### src/rtl/fetch_sequencer.sv
// Instruction-fetch sequencer: owns the PC, issues req/ack memory fetches, delivers words to decode over valid/ready.
// Redirects (start/branch) flush in-flight fetches; stop returns to IDLE at the next acceptance.
module fetch_sequencer #(
    parameter int ADDR_W  = 8,
    parameter int INSTR_W = 16
) (
    input  logic               clk,
    input  logic               rst_i,
    input  logic               start_i,
    input  logic [ADDR_W-1:0]  start_address_i,
    input  logic               branch_i,
    input  logic [ADDR_W-1:0]  branchloc_i,
    input  logic               stop_i,
    output logic               mem_req_o,
    output logic [ADDR_W-1:0]  mem_addr_o,
    input  logic               mem_ack_i,
    input  logic [INSTR_W-1:0] mem_data_i,
    output logic               instr_valid_o,
    output logic [INSTR_W-1:0] instr_o,
    output logic [ADDR_W-1:0]  instr_pc_o,
    input  logic               instr_ready_i,
    output logic               busy_o
);

    typedef enum logic [1:0] {
        S_IDLE,
        S_FETCH,
        S_DELIVER,
        S_FLUSH
    } state_t;

    state_t              state_q, state_d;
    logic [ADDR_W-1:0]   pc_q, pc_d;
    logic [ADDR_W-1:0]   last_pc_q, last_pc_d;
    logic [ADDR_W-1:0]   target_q, target_d;
    logic                stop_pend_q, stop_pend_d;
    logic [INSTR_W-1:0]  instr_q, instr_d;
    logic [ADDR_W-1:0]   instr_pc_q, instr_pc_d;

    logic                redir;
    logic [ADDR_W-1:0]   redir_addr;
    logic                accept;

    always_comb begin
        state_d     = state_q;
        pc_d        = pc_q;
        last_pc_d   = last_pc_q;
        target_d    = target_q;
        stop_pend_d = stop_pend_q;
        instr_d     = instr_q;
        instr_pc_d  = instr_pc_q;

        redir      = start_i | (branch_i & (state_q != S_IDLE));
        redir_addr = start_i ? start_address_i : last_pc_q + branchloc_i;
        accept     = (state_q == S_DELIVER) & instr_ready_i;

        // Branch target uses last_pc before this cycle's acceptance update.
        if (start_i) begin
            last_pc_d   = start_address_i;
            stop_pend_d = 1'b0;
        end else if (accept) begin
            last_pc_d = instr_pc_q;
        end

        if (redir) begin
            target_d = redir_addr;
        end else if (stop_i && (state_q != S_IDLE)) begin
            stop_pend_d = 1'b1;
        end

        case (state_q)
            S_IDLE: begin
                if (redir) begin
                    pc_d    = redir_addr;
                    state_d = S_FETCH;
                end
            end
            S_FETCH: begin
                if (mem_ack_i) begin
                    if (redir) begin
                        pc_d    = redir_addr;
                        state_d = S_FETCH;
                    end else begin
                        instr_d    = mem_data_i;
                        instr_pc_d = pc_q;
                        pc_d       = pc_q + 1'b1;
                        state_d    = S_DELIVER;
                    end
                end else if (redir) begin
                    // Request must stay stable until acked; pc holds the outstanding address.
                    state_d = S_FLUSH;
                end
            end
            S_FLUSH: begin
                if (mem_ack_i) begin
                    pc_d    = redir ? redir_addr : target_q;
                    state_d = S_FETCH;
                end
            end
            S_DELIVER: begin
                if (redir) begin
                    pc_d    = redir_addr;
                    state_d = S_FETCH;
                end else if (accept) begin
                    if (stop_pend_q) begin
                        stop_pend_d = 1'b0;
                        state_d     = S_IDLE;
                    end else begin
                        state_d = S_FETCH;
                    end
                end
            end
            default: state_d = S_IDLE;
        endcase
    end

    always_ff @(posedge clk) begin
        if (rst_i) begin
            state_q     <= S_IDLE;
            pc_q        <= '0;
            last_pc_q   <= '0;
            target_q    <= '0;
            stop_pend_q <= 1'b0;
            instr_q     <= '0;
            instr_pc_q  <= '0;
        end else begin
            state_q     <= state_d;
            pc_q        <= pc_d;
            last_pc_q   <= last_pc_d;
            target_q    <= target_d;
            stop_pend_q <= stop_pend_d;
            instr_q     <= instr_d;
            instr_pc_q  <= instr_pc_d;
        end
    end

    assign mem_req_o     = (state_q == S_FETCH) | (state_q == S_FLUSH);
    assign mem_addr_o    = pc_q;
    assign instr_valid_o = (state_q == S_DELIVER);
    assign instr_o       = instr_q;
    assign instr_pc_o    = instr_pc_q;
    assign busy_o        = (state_q != S_IDLE);

endmodule

### config.mk
export PLATFORM = sky130hd
export DESIGN_NAME = fetch_sequencer
export DESIGN_NICKNAME = d
export VERILOG_FILES = /design/src/rtl/fetch_sequencer.sv
export SDC_FILE = /design/constraint.sdc
export NUM_CORES = 1
export LEC_CHECK = 0
export ABC_AREA = 1
export CORE_MARGIN = 2
export CORE_UTILIZATION = 45
export CTS_CLUSTER_SIZE = 16
export DETAILED_ROUTE_END_ITERATION = 10
export PLACE_DENSITY = 0.75
export SLEW_MARGIN = 20
export SYNTH_ARGS = -nofsm -noshare
export SYNTH_HDL_FRONTEND = slang
export SYNTH_SLANG_ARGS = --single-unit
export TNS_END_PERCENT = 1
### constraint.sdc
create_clock -name clk -period 3.29 [get_ports clk]
set_input_delay 0.658 -clock clk [delete_from_list [all_inputs] [get_ports clk]]
set_output_delay 0.658 -clock clk [all_outputs]
set_load 0.01 [all_outputs]
==> job_summary.md, run 1 <==
### Metrics collected by this job

| Metric | Value |
|---|---|
| Run status | completed |
| Hpwl dp | 5230 um |
| DRT antenna net count | 0 |
| Share of cells above drive strength 1 | 4.76% |
| Seq power | ~0.86 mW |
| Tcrit/Tclk final | roughly 76% |
| Die height | a little over 80 um |
| Final number of hold-violating endpoints | 0 |
| Setup TNS | 0 ns |
| Top power group | combinational logic |
| Min Hold Slack | 0.447 ns |
| Sw Share | 40.6% |
| CTS Root Cell | clkbuf_8 |
| Count of cell types in the netlist | 29 |
| Vias/cell | about 5 |
| Clock sink count | around 50 |
| Pwr Density | between 600 and 700 mW/mm2 |
| Max Fanout on Critical Path | 12 |
| Clock transition at path regs | ~0.090 ns |
| Critical Path RT | about 2.6 ns |
| Warning total across the stage logs | 29 |
| Iteration-0 DRC Markers | between 200 and 250 |
| CP Launch Type | register |
| Placeable Area | between 0.005 and 0.006 mm2 |
| Clock power frac | between 15 and 20% |
| Minimum clock period | roughly 2.5 ns |
| Hold/Removal Path Class | register to register |
| Final setup fails | 0 |
| Slew Viols, Final | 0 |
| Ant. Diodes | 0 |
| CP Capture Type | output port |
| Buffers added on ports | 73 |
| Comb power frac | between 40% and 50% |
| Worst Path Arrival | roughly 1.8 ns |
| Setup WS post-layout | roughly 0.8 ns |
| Maximum vdd drop | approximately 0.35 mV |
| Vias in the first global route | between 2000 and 2500 |
| GPL Wtd Cong | roughly 0.85 |
| Fin nets | ~500 |
| Post-Route WL | approximately 7100 um |
| Global-route wire length before repair | ~11000 um |
| CTS Buffer Depth | 2 |
| Num rows | 28 |
| Number of gates resized after CTS | 0 |
| RSZ-0062 raised after global routing | false |
| # hold bufs at CTS | 0 |
| Syn avg cell area | approximately 7 um2 |
| Vias | 2760 |
| Fin Clk Skew | 0.0118 ns |
| Die width | roughly 80 um |
| Slew @ Worst Pin | about 0.84 ns |
| TritonCTS clock tree | done |
| YS chip area | around 0.0027 mm2 |
| Ys flops | around 50 |
| Synthesized Nets | ~440 |
| Yosys synthesis warning count | 0 |
| Rel. slew slack | around 44% |
| Clk_lat worst skew | roughly 0.31 ns |
| Init Core Util | a little under half |
| Dpl cell area | between 0.003 and 0.004 mm2 |
| Grt total ovfl | 0 |
| Num ports | between 70 and 80 |
| Die area | about 0.0067 mm2 |
| Max-cap viol count | 0 |
| Internal power | around 1.4 mW |
| Design Area, Final | roughly 0.0036 mm2 |
| Largest net degree at the start of global routing | between 40 and 50 |
| Total iterations of the first detailed-routing run | 4 |
[run 1: logic make-up (layout without fill, tap and decap cells)]
| family | Yosys count | count (layout) | share of synthesized area [%] |
|---|---|---|---|
| simple gates | 136 | 136 | 21.0 |
| compound gates | 122 | 122 | 23.8 |
| buf+inv | 66 | 136 | 10.0 |
| flops | 51 | 51 | 37.6 |
| fa+ha+maj | 13 | 13 | 6.27 |
| xor+xnor | 4 | 4 | 1.29 |
[run 1: cells in the mapped netlist]
cell type,n,area (um2)
a211oi_1,1,7.51
a21oi_4,1,16.3
nand3_1,14,70.1
ha_1,12,150
nor2_1,23,86.3
a21oi_2,1,8.76
a31oi_1,5,31.3
dfxtp_1,51,1020
clkbuf_1,8,30.0
o21ai_0,46,230
buf_6,2,22.5
or2_2,2,12.5
nand3_2,3,30.0
inv_1,48,180
a32oi_1,1,8.76
nor3_2,1,10.0
a21oi_1,64,320
nand4_1,1,6.26
a311oi_1,1,8.76
xnor2_1,4,35.0
buf_4,1,7.51
nor3_1,1,5.00
inv_2,3,11.3
fa_1,1,20.0
nand3b_1,2,15.0
buf_2,4,20.0
o221ai_1,1,8.76
nand2_1,89,334
o22ai_1,1,6.26
[run 1: layer usage]
| layer | part of all wire (%) | wire length, um | GRT usage, % | up-vias |
|---|---|---|---|---|
| met5 | 0 | 0 | 0 | - |
| met4 | 1.0 | 73 | 5.67 | 0 |
| met3 | 4.2 | 296 | 2.31 | 7 |
| met2 | 48 | 3370 | 35.5 | 58 |
| met1 | 47 | 3350 | 29.4 | 1273 |
| li1 | - | - | - | 1422 |
[run 1: per-stage QoR]
stage,utilization (%),instances,power (mW)
3_3_place_gp,59.3,529,1.93
4_1_cts,60.7,537,2.31
3_5_place_dp,59.3,529,1.95
6_report,60.7,537,2.31
5_1_grt,60.7,537,2.48
2_1_floorplan,-,392,1.52
[run 1: worst paths after layout]
check,cells after the start,slack (ns),to,startpoint
setup reg to reg,9,1.28,mem_addr_o[1]$_SDFFE_PP0P_,state_q[0]$_SDFFE_PP0P_
hold / removal,2,0.45,instr_o[1]$_SDFFE_PP0P_,instr_o[1]$_SDFFE_PP0P_
hold reg to reg,2,0.45,instr_o[1]$_SDFFE_PP0P_,instr_o[1]$_SDFFE_PP0P_
setup / recovery,6,0.79,mem_req_o,state_q[1]$_SDFFE_PP0P_
[run 1: final cells by class]
| type | instances | area (um2) |
|---|---|---|
| timing repair buffer | 77 | 761 |
| tap | 75 | 93.8 |
| fill | 550 | 2310 |
| sequential | 51 | 1020 |
| inverter | 51 | 191 |
| multi-input combinational | 275 | 1420 |
| clock inverter | 2 | 12.5 |
| clock buffer | 6 | 72.6 |
[run 1: worst max-delay path: stages (launching register included)]
cell	delay, ns
dfxtp_1	0.36
inv_1	0.08
ha_1	0.18
buf_4	0.18
inv_2	0.17
nand2_1	0.08
clkdlybuf4s50_1	0.47
[run 1: sequential cells by signal, indices dropped and copies added, names as in the netlist]
name	flops
state_q	2
mem_addr_o	8
instr_o	16
last_pc_q	8
target_q	8
instr_pc_o	8
stop_pend_q	1
Fig. 1: run 1, register map, names as in the netlist
Bar = 20 um. Other sequential cells in the stronger gray, the rest of the logic in the fainter gray.
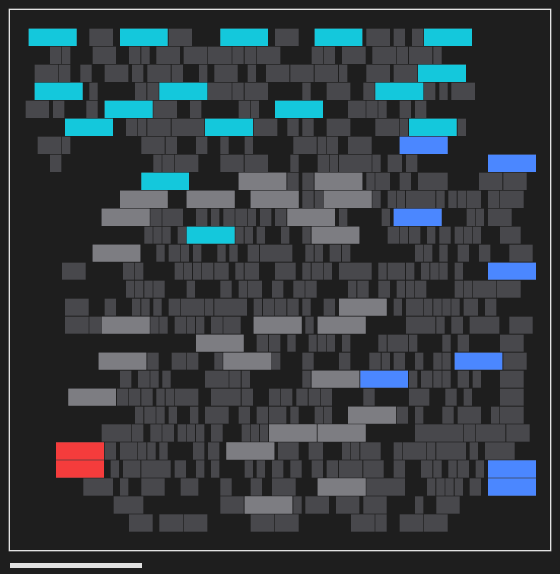
Cyan stands for instr_o, placed flops 16. Red stands for state_q, placed flops 2. Blue stands for last_pc_q, placed flops 8.

Fig. 2: run 1, zoomed window
Bar = 10 um. Window x 8 to 33, y 8 to 33 um. Cells in gray, sequential cells in the stronger gray; small squares are vias.
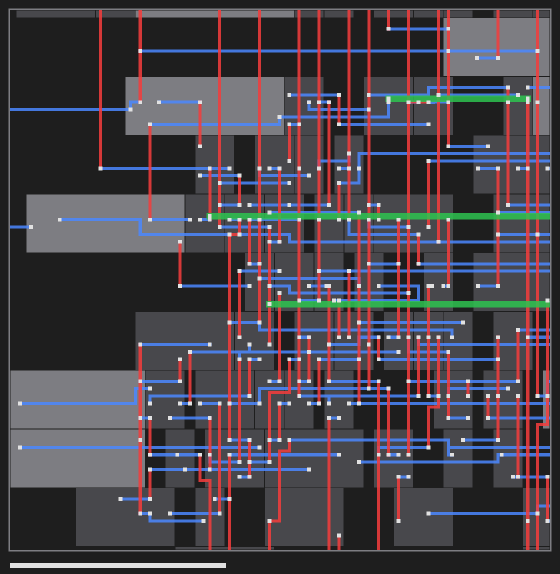
Blue stands for M1. Red stands for M2. Green stands for M3.
Netlist names of flops here include state_q (2). Most frequent: nand2_1 (11), inv_1 (7), o21ai_0 (7). 53 logic cells have their middle in the window. Sequential cells in the window: 5.

Fig. 3: run 1, congestion heat map
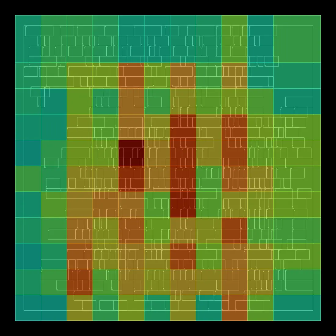
gr usage total: 21.3%
met3 usage: 2.31%
DR WL/cell: 13.2 um
Final Util: 60.7%
GR Util met2: 35.5%

Fig. 4: run 1, port wiring
Bar = 20 um.
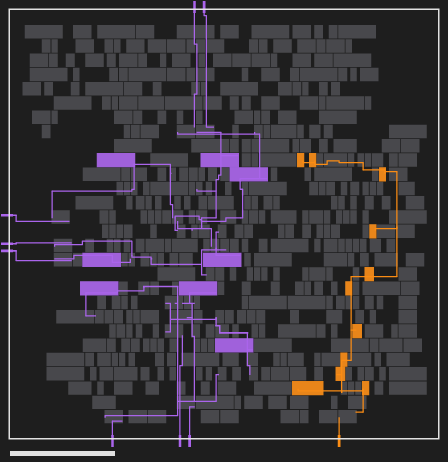
Purple stands for mem_addr_o, bits 8, direction output, edge 3 bottom, 3 left, 2 top, end cells 8, buffers 8, wire 471 um. Orange stands for start_i, bits 1, direction input, edge bottom, end cells 11, buffers 1, wire 104 um.

Fig. 5: run 1, gate families picked out
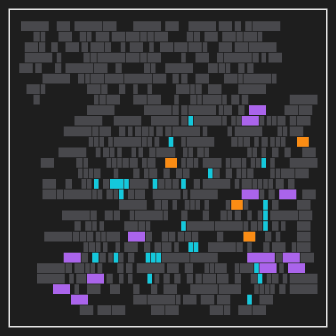

==> run 2, diff against run 1 <==
clock period = 2.4 ns   (was 3.29 ns; I/O delays follow)
Fig. 6: run 2, gate families picked out
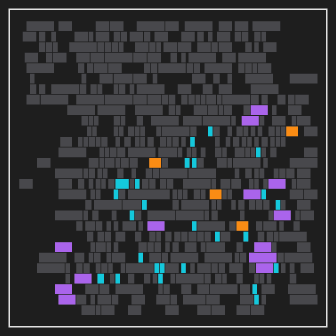
Cyan stands for nor cells, cells 25, most used nor2_1. Orange stands for xor and xnor cells, cells 4, most used xnor2_1. Purple stands for fa/ha/maj cells, cells 13, most used ha_1.
Comb/total area: 38.3%
Finished Layout Cells: 549
Top cell excl fill/tap: nand2_1

Fig. 7: run 2, congestion heat map
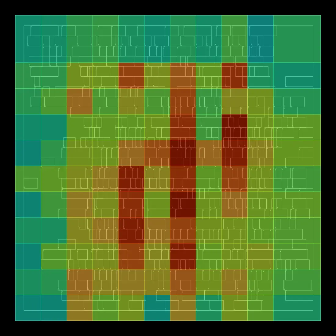
Final Util: 63.1%
busiest layer in global routing: met2
met1 Usage GRT: 29.6%
GR Util met2: 35.0%

Fig. 8: run 2, register map, names as in the netlist
Bar = 20 um. Other sequential cells in the stronger gray, the rest of the logic in the fainter gray.
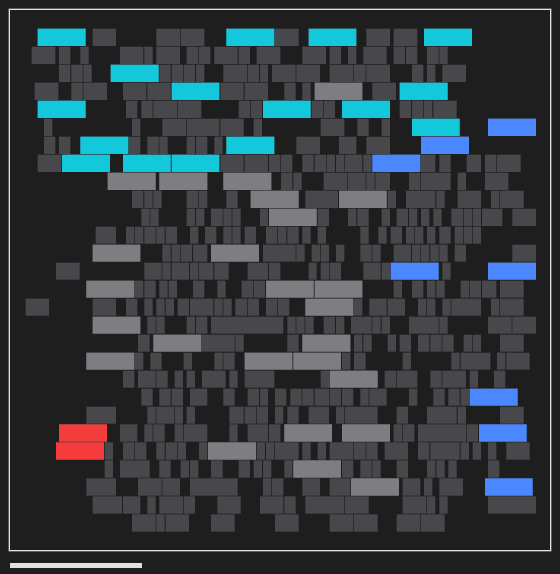
Red stands for state_q, placed flops 2. Cyan stands for instr_o, placed flops 16. Blue stands for last_pc_q, placed flops 8.

==> job_summary.md, run 2 <==
### Metrics collected by this job

| Metric | Value |
|---|---|
| Fin Clk Skew | 0.00838 ns (-0.00342 ns) |
| Ys flops | 51 (unchanged) |
| Vias in the first global route | 2421 (-0.82%) |
| Hpwl dp | 5270 um (+0.70%) |
| Pwr Density | 895 mW/mm2 (+39%) |
| Warning total across the stage logs | 29 (unchanged) |
| Setup WS post-layout | 0.179 ns (-0.614 ns) |
| Num rows | 28 (unchanged) |
| Final setup fails | 0 (unchanged) |
| Num ports | 74 (unchanged) |
| GPL Wtd Cong | 0.840 (-0.72%) |
| FFs w/ async S/R, synth | 0% (unchanged) |
| Overall power | 3.32 mW (+44%) |
| CTS Root Cell | clkbuf_8 |
| Synthesized Nets | 444 (unchanged) |
| Synth area leaders | dfxtp_1 38%, nand2_1 12%, a21oi_1 12% |
| Slew Viols, Final | 0 (unchanged) |
| TritonCTS clock tree | done |
| Main synth FF type | dfxtp_1 |
| Run status | completed |
| Clk_lat worst skew | 0.31 ns (about the same) |
| CP Cell Sequence | clkdlybuf4s50_1, ha_1, fa_1, nand2_1, nand2_1, nand3b_1, nand2_1, nand2_1, nand3_1, nand2_1, nand2_1, nand2_1, nand2_1, nand2_1, nand2_1, a21oi_1 |
| Slew @ Worst Pin | 0.327 ns (-0.511 ns) |
| Maximum vdd drop | 0.456 mV (+31%) |
| Worst Path Arrival | 2.47 ns (+0.63 ns) |
| Post-Route WL | 7070 um (-0.32%) |
| Leading area contributor after synthesis | dfxtp_1 |
| Tcrit/Tclk final | a little over 90% |
| Max-cap viol count | 0 (unchanged) |
| Top cells by count | 89 x nand2_1, 64 x a21oi_1, 51 x dfxtp_1, 48 x inv_1, 46 x o21ai_0 |
| Max incr delay on CP | 0.41 ns (-0.06 ns) |
| Hold/Removal Path Class | register to register |
| CP Launch Type | input pin |
| Main logic family | AND-OR/OR-AND gates |
| Iteration-0 DRC Markers | 205 (+2.0%) |
| Ant. Diodes | 0 (unchanged) |
| CP Capture Type | register |
| Buf/Inv on CP | 1 (-3) |
| Global-route wire length before repair | 11200 um (-0.19%) |
| Aoi share | 23.8% (unchanged) |
| Rel. slew slack | 77.9% (+34 points) |
| RSZ-0062 raised after global routing | false |
| Area share, top type | 37.6% (unchanged) |
| Vias/cell | 5.03 (-2.2%) |
| Die area | 0.00667 mm2 (unchanged) |
==> run 2: cell counts after synthesis <==
No cell type changed its count.
==> run 2: cells by family after synthesis <==
group,count (synthesis)
AND/OR/NAND/NOR,136
AND-OR/OR-AND,122
buffers and inverters,66
flip-flops,51
adder cells (fa/ha/maj),13
XOR/XNOR,4
==> run 2: worst paths after layout <==
kind,start,endpoint,slack [ns],cells after the start
worst min-delay path,instr_o[14]$_SDFFE_PP0P_,instr_o[14]$_SDFFE_PP0P_,0.44,2
worst min register to register,instr_o[14]$_SDFFE_PP0P_,instr_o[14]$_SDFFE_PP0P_,0.44,2
worst max register to register,last_pc_q[0]$_SDFFE_PP0P_,mem_addr_o[6]$_SDFFE_PP0P_,0.45,15
worst max-delay path,branchloc_i[0],mem_addr_o[6]$_SDFFE_PP0P_,0.18,16
==> run 2: worst min-delay path: cells and delay by family (launching register included) <==
family | cells | cell delay [ns]
flops | 1 | 0.32
compound gates | 1 | 0.05
buf+inv | 1 | 0.04
==> run 2: cell type report <==
| class | count | area (um2) |
|---|---|---|
| fillers | 548 | 2170 |
| multi-input cells | 275 | 1420 |
| flip-flops and latches | 51 | 1020 |
| repair buffers | 90 | 883 |
| inverters | 51 | 191 |
| well taps | 75 | 93.8 |
| clock buffers | 6 | 72.6 |
| clock inverters | 1 | 30.0 |
==> run 2: through the flow <==
step	instances	hold WS [ns]	cell area, um2	TNS, ns
after floorplan	392	0.447	2710	0
after global placement	542	0.430	3610	-0.147
after detailed placement	542	0.436	3610	-0.361
after CTS	549	0.449	3710	0
after global routing	549	0.467	3710	0
final	549	0.444	3710	0
==> run 2: power breakdown <==
part	internal (mW)	leakage (nW)	total [mW]	switching (mW)
combinational	0.723	1.09	1.57	0.845
sequential	1.02	0.418	1.17	0.155
clock	0.306	0.0513	0.584	0.278
==> run 2: metal layers <==
metal | global-route usage (%) | part of all wire (%)
met1 | 29.6 | 46
met4 | 6.17 | 1.1
met5 | 0 | 0
met2 | 35.0 | 47
met3 | 3.52 | 5.8
Power and IR drop assume default switching activity.
